==> src/rtl/noc_pkg.sv <==
// Shared definitions for the NoC injection path: scheduler state encoding,
// flit width helper and the destination field offsets inside a flit.
// Flit layout (MSB..LSB): {dest_x, dest_y, payload}.
package noc_pkg;

  localparam logic [1:0] ST_IDLE  = 2'd0;
  localparam logic [1:0] ST_RUN   = 2'd1;
  localparam logic [1:0] ST_DRAIN = 2'd2;
  localparam logic [1:0] ST_DONE  = 2'd3;

  typedef enum logic [1:0] {
    IDLE  = ST_IDLE,
    RUN   = ST_RUN,
    DRAIN = ST_DRAIN,
    DONE  = ST_DONE
  } state_e;

  // Total flit width for a given destination/payload geometry.
  function automatic int tw(input int x_size, input int y_size, input int data_width);
    return x_size + y_size + data_width;
  endfunction

  // LSB position of the destination Y field.
  function automatic int y_offset(input int data_width);
    return data_width;
  endfunction

  // LSB position of the destination X field.
  function automatic int x_offset(input int y_size, input int data_width);
    return data_width + y_size;
  endfunction

endpackage

==> src/rtl/noc_rr_arbiter.sv <==
// Combinational round-robin arbiter: picks the first asserted request at or
// after ptr, wrapping. The caller owns and advances the pointer register.
module noc_rr_arbiter #(
  parameter  int NUM_REQ = 4,
  localparam int PTR_W   = $clog2(NUM_REQ)
) (
  input  logic [NUM_REQ-1:0] req,
  input  logic [PTR_W-1:0]   ptr,
  output logic [NUM_REQ-1:0] grant,
  output logic [PTR_W-1:0]   grant_idx
);

  logic found;
  int   idx;

  // Scan from the pointer position; the first hit wins.
  always_comb begin
    // NOTE: every signal written here gets a default first, so no path can
    // leave one unassigned and infer a latch.
    grant     = '0;
    grant_idx = '0;
    found     = 1'b0;
    idx       = 0;
    for (int off = 0; off < NUM_REQ; off++) begin
      idx = int'(ptr) + off;
      if (idx >= NUM_REQ) idx = idx - NUM_REQ;
      if (!found && req[idx]) begin
        found      = 1'b1;
        grant[idx] = 1'b1;
        grant_idx  = PTR_W'(idx);
      end
    end
  end

endmodule

==> src/rtl/noc_inject_scheduler.sv <==
// Per-node injection scheduler: round-robin shares one NoC PE injection port
// among NUM_REQ local sources, spaces grants at least RATE cycles apart and
// counts accepted flits against a packet budget, raising done when finished.
// Optional macro INJECT_STATS_EN adds stall_cycles / run_cycles counters.
module noc_inject_scheduler
  import noc_pkg::*;
#(
  parameter  int NUM_REQ    = 4,
  parameter  int x_size     = 2,
  parameter  int y_size     = 2,
  parameter  int data_width = 256,
  parameter  int RATE       = 1,
  parameter  int CNT_W      = 16,
  localparam int TW         = tw(x_size, y_size, data_width)
) (
  input  logic                  clk,
  input  logic                  rst,
  input  logic                  start,
  input  logic [NUM_REQ-1:0]    enable,
  input  logic [CNT_W-1:0]      pkt_budget,
  input  logic [NUM_REQ-1:0]    req_valid,
  input  logic [NUM_REQ*TW-1:0] req_data,
  output logic [NUM_REQ-1:0]    req_ready,
  output logic                  o_valid,
  output logic [TW-1:0]         o_data,
  input  logic                  i_ready,
  output logic [CNT_W-1:0]      sent_count,
  output logic                  busy,
`ifdef INJECT_STATS_EN
  output logic [CNT_W-1:0]      stall_cycles,
  output logic [CNT_W-1:0]      run_cycles,
`endif
  output logic                  done
);

  localparam int PTR_W = $clog2(NUM_REQ);
  localparam int GAP_W = (RATE > 1) ? $clog2(RATE) : 1;
  localparam logic [GAP_W-1:0] GAP_LOAD = GAP_W'(RATE - 1);

  state_e               state_q, state_d;
  logic                 o_valid_q, o_valid_d;
  logic [TW-1:0]        o_data_q, o_data_d;
  logic [PTR_W-1:0]     ptr_q, ptr_d;
  logic [GAP_W-1:0]     gap_q, gap_d;
  logic [CNT_W-1:0]     remaining_q, remaining_d;
  logic [CNT_W-1:0]     sent_q, sent_d;

  logic [NUM_REQ-1:0]   eligible;
  logic [NUM_REQ-1:0]   arb_grant;
  logic [PTR_W-1:0]     arb_idx;
  logic                 accept;
  logic                 grant_en;

  noc_rr_arbiter #(.NUM_REQ(NUM_REQ)) u_arb (
    .req       (eligible),
    .ptr       (ptr_q),
    .grant     (arb_grant),
    .grant_idx (arb_idx)
  );

  // Grant qualification, datapath updates and next-state selection.
  always_comb begin
    eligible    = req_valid & enable;
    accept      = o_valid_q & i_ready;
    grant_en    = (state_q == RUN) && start && (gap_q == '0) &&
                  (remaining_q != '0) && (!o_valid_q || i_ready) && (|eligible);
    state_d     = state_q;
    o_valid_d   = o_valid_q;
    o_data_d    = o_data_q;
    ptr_d       = ptr_q;
    gap_d       = (gap_q != '0) ? gap_q - 1'b1 : gap_q;
    remaining_d = remaining_q;
    sent_d      = sent_q;
    req_ready   = grant_en ? arb_grant : '0;

    if (accept) begin
      o_valid_d = 1'b0;
      if (sent_q != '1) sent_d = sent_q + 1'b1;
    end

    if (grant_en) begin
      o_valid_d   = 1'b1;
      o_data_d    = req_data[arb_idx*TW +: TW];
      ptr_d       = (int'(arb_idx) == NUM_REQ - 1) ? '0 : arb_idx + 1'b1;
      remaining_d = remaining_q - 1'b1;
      gap_d       = GAP_LOAD;
    end

    case (state_q)
      IDLE: if (start) begin
        remaining_d = pkt_budget;
        sent_d      = '0;
        state_d     = (pkt_budget == '0) ? DONE : RUN;
      end
      // An abort still lets a flit granted this cycle go out through DRAIN.
      RUN: begin
        if (!start)                              state_d = DRAIN;
        else if (remaining_d == '0 && !o_valid_d) state_d = DONE;
      end
      DRAIN: if (!o_valid_d) state_d = IDLE;
      DONE:  if (!start)     state_d = IDLE;
      default:               state_d = IDLE;
    endcase
  end

  // State and datapath registers; reset drops any in-flight flit.
  always_ff @(posedge clk or posedge rst) begin
    if (rst) begin
      state_q     <= IDLE;
      o_valid_q   <= 1'b0;
      o_data_q    <= '0;
      ptr_q       <= '0;
      gap_q       <= '0;
      remaining_q <= '0;
      sent_q      <= '0;
    end else begin
      // NOTE: non-blocking assignments so every flop updates from pre-edge values.
      state_q     <= state_d;
      o_valid_q   <= o_valid_d;
      o_data_q    <= o_data_d;
      ptr_q       <= ptr_d;
      gap_q       <= gap_d;
      remaining_q <= remaining_d;
      sent_q      <= sent_d;
    end
  end

  assign o_valid    = o_valid_q;
  assign o_data     = o_data_q;
  assign sent_count = sent_q;
  assign busy       = (state_q == RUN) || (state_q == DRAIN);
  assign done       = (state_q == DONE);

`ifdef INJECT_STATS_EN
  logic [CNT_W-1:0] stall_q, stall_d;
  logic [CNT_W-1:0] run_q, run_d;

  // Saturating activity counters; cleared on IDLE->RUN, frozen outside RUN/DRAIN.
  always_comb begin
    stall_d = stall_q;
    run_d   = run_q;
    if (state_q == IDLE && start) begin
      stall_d = '0;
      run_d   = '0;
    end else if (state_q == RUN || state_q == DRAIN) begin
      if (run_q != '1) run_d = run_q + 1'b1;
      if (o_valid_q && !i_ready && stall_q != '1) stall_d = stall_q + 1'b1;
    end
  end

  // Statistics registers.
  always_ff @(posedge clk or posedge rst) begin
    if (rst) begin
      stall_q <= '0;
      run_q   <= '0;
    end else begin
      stall_q <= stall_d;
      run_q   <= run_d;
    end
  end

  assign stall_cycles = stall_q;
  assign run_cycles   = run_q;
`else
  // Statistics counters are not built in this configuration.
`endif

endmodule

==> config.mk <==
export PLATFORM = sky130hd
export DESIGN_NAME = noc_inject_scheduler
export DESIGN_NICKNAME = d
export VERILOG_FILES = /design/src/rtl/noc_pkg.sv /design/src/rtl/noc_rr_arbiter.sv /design/src/rtl/noc_inject_scheduler.sv
export SDC_FILE = /design/constraint.sdc
export NUM_CORES = 1
export LEC_CHECK = 0
export CAP_MARGIN = 15
export CELL_PAD_IN_SITES_DETAIL_PLACEMENT = 0
export CELL_PAD_IN_SITES_GLOBAL_PLACEMENT = 1
export CORE_AREA = 4 4 529 531
export DETAILED_ROUTE_END_ITERATION = 16
export DIE_AREA = 0 0 533 535
export PLACE_DENSITY = 0.38
export SYNTH_ARGS = -nofsm -noshare
export SYNTH_HDL_FRONTEND = slang
export SYNTH_SLANG_ARGS = --single-unit
==> constraint.sdc <==
create_clock -name clk -period 19.8 [get_ports clk]
set_clock_uncertainty 0.05 [all_clocks]
set_input_delay 3.96 -clock clk [delete_from_list [all_inputs] [get_ports clk]]
set_output_delay 3.96 -clock clk [all_outputs]
set_load 0.02 [all_outputs]
**Run 1: I/O pins on the die edge**

Scale bar: 200 um. Pins as bars across the die edge, other pins in gray.
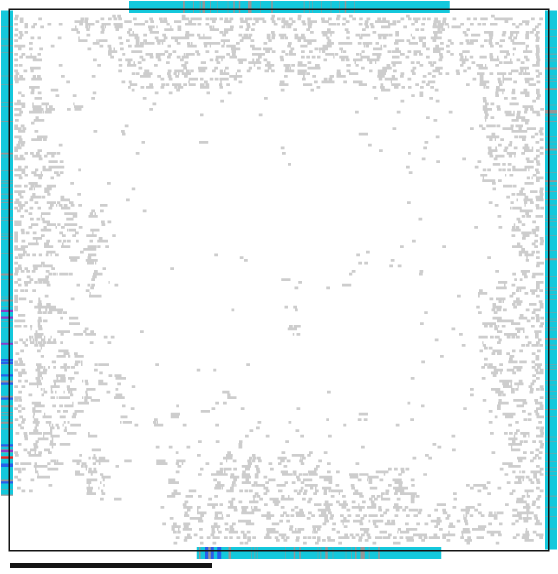
color	port	pins	direction	edge
purple	enable	4	input	west
cyan	req_data	1040	input	317 east, 282 west, 265 north, 176 south
red	o_valid	1	output	west
blue	pkt_budget	16	input	9 west, 7 south

**Run 1: placement view**

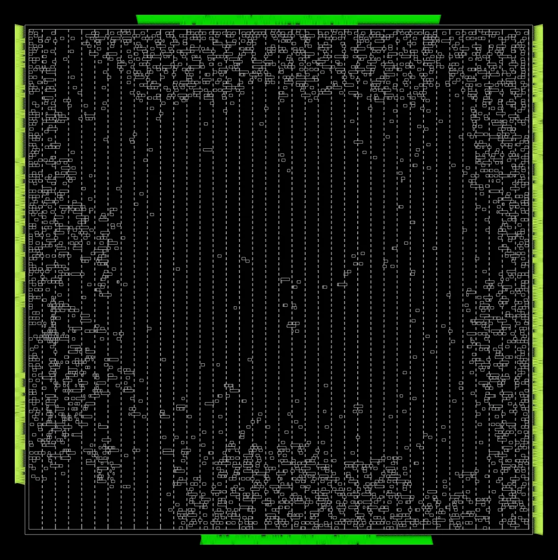
non-filler cells in the finished layout: 6815
Layout Utilization: 13.7%

==> qor.rpt, run 1 <==
STATUS
---------------------------------------------------------------------------------
Result of the run                                                       completed

TIMING
---------------------------------------------------------------------------------
Headroom to the max-slew limit                                              25.9%
Least-Margin Pin Slew                                                     1.08 ns
Crit path time final                                                     10.64 ns
Period utilization                                                          53.7%
Final number of setup-violating endpoints                                       0
Fin Setup TNS                                                                0 ns

SETUP PATH
---------------------------------------------------------------------------------
Path type of the worst setup path                                       in -> out

LOGIC SYNTHESIS
---------------------------------------------------------------------------------
Number of enable-type register cells in the synthesized netlist                 0
Post-synthesis instance area                                           18300 um^2
Library cell occupying the most area in the post-synthesis netlist        dfrtp_1
Yosys top cell area share                                                   40.7%
Synth Net Count                                                              2827
Post-synthesis async set-or-reset flop share                                 100%
Synth area leaders                                                   dfrtp_1, mux2i_1, o221ai_1
Yosys cell count                                                             1745
Average size of a mapped cell                                           10.5 um^2
Synthesized instance count                                                   1745

GRT
---------------------------------------------------------------------------------
Pin count of the biggest net entering global routing                           67
Overall track demand over capacity in global routing                        14.3%

ROUTE
---------------------------------------------------------------------------------
Wire length per cell after detailed routing                               31.4 um
Remaining antenna violation count                                               0

CLOCK NETWORK
---------------------------------------------------------------------------------
Postcts setup bufs                                                              0
Clock net sink count                                                          297
Post-CTS Hold Buffers                                                           0

FLOORPLAN
---------------------------------------------------------------------------------
Top Ports                                                                    1351
Die span in x                                                              533 um
Area of the chip                                                      285000 um^2
Placeable Area                                                        276000 um^2

LAYOUT
---------------------------------------------------------------------------------
Top logic cells by instance count in the layout                      clkdlybuf4s50_1, mux2i_1, dfrtp_1
Syn-to-layout area delta                                                     106%
Share of cells above drive strength 1                                       4.24%
Filler cell count in the final layout                                       31200
Highest-count logic cell in the final layout                         clkdlybuf4s50_1

PLACE
---------------------------------------------------------------------------------
HPWL after detailed placement                                           185000 um

PWR
---------------------------------------------------------------------------------
Static Leakage                                                            14.6 nW

**Run 1: sequential cells grouped by signal name**

Scale bar: 200 um. Other sequential cells in the stronger gray, the rest of the logic in the fainter gray.
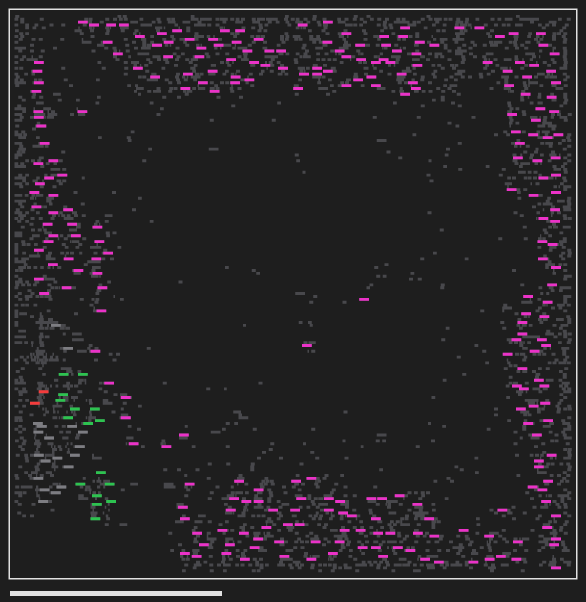
color	signal	placed flops
magenta	o_data	260
green	remaining_q	16
red	state_q	2
not colored	19

-- run 1: registers in the layout (all words and copies together) (netlist names), named ones only --
name,count
o_valid,1
ptr_q,1
sent_count,16
o_data,260
remaining_q,16
state_q,2
-- run 1: layout make-up --
type | count | area (um^2) | area share [%]
Antenna cell | 47 | 118 | 0.312
Clock buffer | 71 | 1450 | 3.84
Sequential cell | 297 | 7430 | 19.7
Inverter | 12 | 52.6 | 0.139
Tap cell | 3705 | 4640 | 12.3
Multi-Input combinational cell | 1282 | 10100 | 26.7
Clock inverter | 14 | 178 | 0.471
Timing Repair Buffer | 1387 | 13800 | 36.6
-- run 1: cells by family (layout without fill, tap and decap cells) --
kind of cell               count (synthesis)  in the layout  share of synthesized area (%)
muxes                                    524            524                           28.7
and+or+nand+nor                          395            395                           9.13
AOI/OAI and AO/OA                        324            324                           14.8
DFF                                      297            297                           40.7
buffers and inverters                    166           1484                           4.54
xor gates and xnor gates                  25             25                           1.20
adders and majority gates                 14             14                          0.958
other                                      0             47                              0
-- run 1: critical path, cell delays in order --
cell and delay, ns:
clkdlybuf4s50_1 0.51, nand2_1 0.13, o21ai_0 0.39, nor2_1 0.07, a21oi_1 0.33, nor2_1 0.17
a222oi_1 0.38, a21oi_1 0.13, clkdlybuf4s50_1 0.57
-- run 1: power by group --
group / internal, mW / switching [mW]
clock network: 0.553 / 0.385
logic: 1.35 / 1.77
registers: 0.876 / 0.183
total: 2.78 / 2.33
-- run 1: through the flow --
step                cells  power [mW]  hold slack [ns]  instance area (um^2)  setup slack [ns]
CTS                  6768        5.25            0.436                 37600              9.16
global route         6773        5.41            0.451                 37600              8.83
detailed placement   6683        4.25            0.424                 36000              9.17
global placement     6683        4.24            0.418                 36000              9.16
floorplan            1745        2.79            0.489                 18300              7.59
finish               6815        5.11            0.427                 37700              9.16
-- run 1: metal layers --
metal	GRT usage (%)	up-vias	part of all wire, %
met3	8.07	462	14
li1	-	9309	-
met5	0	-	0.63
met2	22.0	1413	43
met1	17.8	10500	41
met4	1.99	202	1.8
-- run 1: final timing paths --
check                                to  slack, ns          from  cells after the start
max in group asynchronous   o_data[169]      13.06           rst                      5
hold / removal              o_data[130]       0.43   o_data[130]                      2
min in group asynchronous     o_data[8]       3.68           rst                      2
setup reg to reg            o_data[138]      13.85      register                     11
setup / recovery           req_ready[1]       9.16  req_valid[0]                      9
hold reg to reg             o_data[130]       0.43   o_data[130]                      2
## Run 2: what changed since run 1
--- a/config.mk
+++ b/config.mk
@@ -8,9 +8,9 @@
 export CAP_MARGIN = 15
 export CELL_PAD_IN_SITES_DETAIL_PLACEMENT = 0
 export CELL_PAD_IN_SITES_GLOBAL_PLACEMENT = 1
-export CORE_AREA = 4 4 529 531
+export CORE_AREA = 4 4 524 526
 export DETAILED_ROUTE_END_ITERATION = 16
-export DIE_AREA = 0 0 533 535
+export DIE_AREA = 0 0 528 530
 export PLACE_DENSITY = 0.38
 export SYNTH_ARGS = -nofsm -noshare
 export SYNTH_HDL_FRONTEND = slang
==> constraint.sdc (replaced) <==
create_clock -name clk -period 11 [get_ports clk]
set_clock_uncertainty 0.05 [all_clocks]
set_input_delay 2.2 -clock clk [delete_from_list [all_inputs] [get_ports clk]]
set_output_delay 2.2 -clock clk [all_outputs]
set_load 0.02 [all_outputs]
==> qor.rpt, run 2 <==
LOGIC SYNTHESIS
---------------------------------------------------------------------------------
Yosys top cell area share                                                   40.7%   unchanged
Average size of a mapped cell                                           10.5 um^2   unchanged
Synth Net Count                                                              2827   unchanged
Synthesized instance count                                                   1745   unchanged
Post-synthesis async set-or-reset flop share                                 100%   unchanged
Library cell occupying the most area in the post-synthesis netlist        dfrtp_1   unchanged
Synth area leaders                                                   dfrtp_1, mux2i_1, o221ai_1   unchanged

CLOCK NETWORK
---------------------------------------------------------------------------------
Postcts setup bufs                                                              0   unchanged
Post-CTS Hold Buffers                                                           0   unchanged

SETUP PATH
---------------------------------------------------------------------------------
Cell breakdown of the critical path                                  clkdlybuf4s50_1 -> nand2_1 -> nor2_1 -> a21oi_1 -> or3_1 -> a21boi_0 -> a222oi_1 -> a21oi_1 -> clkdlybuf4s50_1   was clkdlybuf4s50_1 -> nand2_1 -> o21ai_0 -> nor2_1 -> a21oi_1 -> nor2_1 -> a222oi_1 -> a21oi_1 -> clkdlybuf4s50_1
Slack of the worst reg-to-reg path                                        5.97 ns   was 13.85 ns
Kind of cell adding the most delay to the critical path              buffers and inverters   was AND-OR/OR-AND gates
Highest-delay cell along the critical path                           clkdlybuf4s50_1   unchanged
Buffers & Inverters on Critical Path                                            2   unchanged

GRT
---------------------------------------------------------------------------------
Pin count of the biggest net entering global routing                          116   was 67
Overall track demand over capacity in global routing                        14.5%   was 14.3%

FLOORPLAN
---------------------------------------------------------------------------------
Die span in x                                                              528 um   was 533 um
Top Ports                                                                    1351   unchanged
Placeable Area                                                        270000 um^2   was 276000 um^2

STATUS
---------------------------------------------------------------------------------
Result of the run                                                       completed   unchanged

PLACE
---------------------------------------------------------------------------------
HPWL after detailed placement                                           183000 um   was 185000 um
Setup slack at placement                                                  3.58 ns   was 9.17 ns

LAYOUT
---------------------------------------------------------------------------------
Syn-to-layout area delta                                                     105%   was 106%
Filler cell count in the final layout                                       30600   was 31200
Highest-count logic cell in the final layout                         clkdlybuf4s50_1   unchanged

TIMING
---------------------------------------------------------------------------------
Final critical-path setup slack                                           3.62 ns   was 9.16 ns
Period utilization                                                          67.1%
Least-Margin Pin Slew                                                     1.22 ns   was 1.08 ns
Crit path time final                                                      7.38 ns

HOLD PATH
---------------------------------------------------------------------------------
Cell count of the worst hold path                                               2   unchanged
Worst Min Path Start                                                   o_data[52]   was o_data[130]

PWR
---------------------------------------------------------------------------------
Static Leakage                                                            14.6 nW   about the same

ROUTE
---------------------------------------------------------------------------------
Remaining antenna violation count                                               0   unchanged
Wire length per cell after detailed routing                               32.0 um   was 31.4 um

## run 2: cell types whose count changed in the layout (fill, tap and decap cells not counted), sizes merged
cell,before,now
inv,12,13
clkinvlp,0,1
diode,47,40
clkbuf,71,75
buf,37,31
bufinv,4,3
clkinv,10,5
## run 2: through the flow
stage / instances / power [mW] / hold slack, ns / area [um^2] / utilization (%)
3_3_place_gp: 6541 / 7.67 / 0.419 / 35800 / 13.3
5_1_grt: 6634 / 9.75 / 0.456 / 37400 / 13.9
4_1_cts: 6627 / 9.46 / 0.438 / 37400 / 13.9
6_report: 6667 / 9.23 / 0.435 / 37500 / 13.9
3_5_place_dp: 6542 / 7.70 / 0.423 / 35800 / 13.3
2_1_floorplan: 1745 / 5.03 / 0.489 / 18300 / -
## run 2: worst max path at each step
stage,to,slack (ns),depth (start not counted)
global placement,req_ready[1],3.55,9
CTS,req_ready[1],3.57,9
finish,req_ready[1],3.62,9
global route,req_ready[1],3.41,9
floorplan,async pin,0.55,1
detailed placement,req_ready[1],3.58,9
## run 2: final cells by class
type                            count  area [um^2]  share of cell area (%)
Antenna cell                       40          100                   0.267
Clock buffer                       75         1430                    3.82
Clock inverter                     10          135                   0.360
Inverter                           12         52.6                   0.140
Multi-Input combinational cell   1282        10100                    26.8
Sequential cell                   297         7430                    19.8
Tap cell                         3570         4470                    11.9
Timing Repair Buffer             1381        13800                    36.9
## run 2: cell families after synthesis
group	count (synthesis)	synth area share, %
mux	524	28.7
xor+xnor	25	1.20
flops	297	40.7
simple gates	395	9.13
fa+ha+maj	14	0.958
compound gates	324	14.8
buf+inv	166	4.54
## run 2: worst register-to-register path, stage by stage, from the launching register on
cell and delay [ns]:
dfrtp_1 0.69, inv_1 0.31, ha_1 0.51, nor4_1 0.43, nor3_1 0.14, a221oi_4 0.44
buf_12 0.35, buf_12 0.62, mux2i_1 1.09, o221ai_1 0.25
## run 2: layer usage
layer  wire, um  global-route usage [%]
met5       1250                       0
met4       4870                    2.57
met3      28600                    8.36
met2      93400                    22.6
met1      85500                    17.2
## run 2: where the power goes
| part | leakage (nW) | switching (mW) | internal, mW |
|---|---|---|---|
| combinational | 10.1 | 3.20 | 2.45 |
| clock | 0.768 | 0.689 | 0.957 |
| sequential | 3.75 | 0.348 | 1.58 |
| total | 14.6 | 4.24 | 4.99 |
**Run 2: I/O pins on the die edge**

Scale bar: 200 um. Pins as bars across the die edge, other pins in gray.
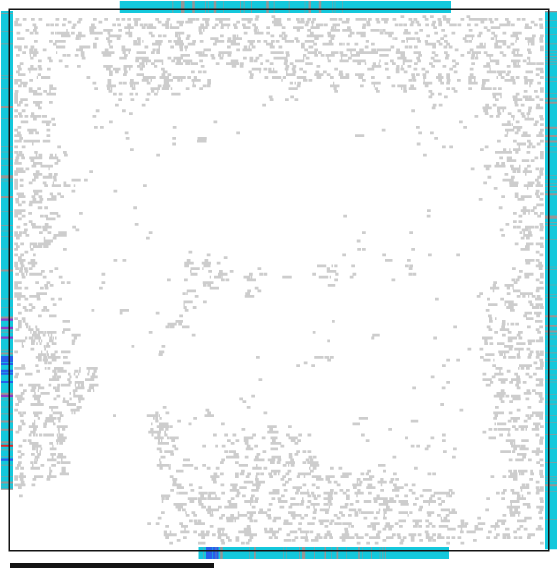
color	port	pins	direction	edge
purple	enable	4	input	west
blue	pkt_budget	16	input	9 west, 7 south
cyan	req_data	1040	input	313 east, 276 west, 270 north, 181 south
red	o_valid	1	output	west

Power is estimated from default activity; no workload was simulated.
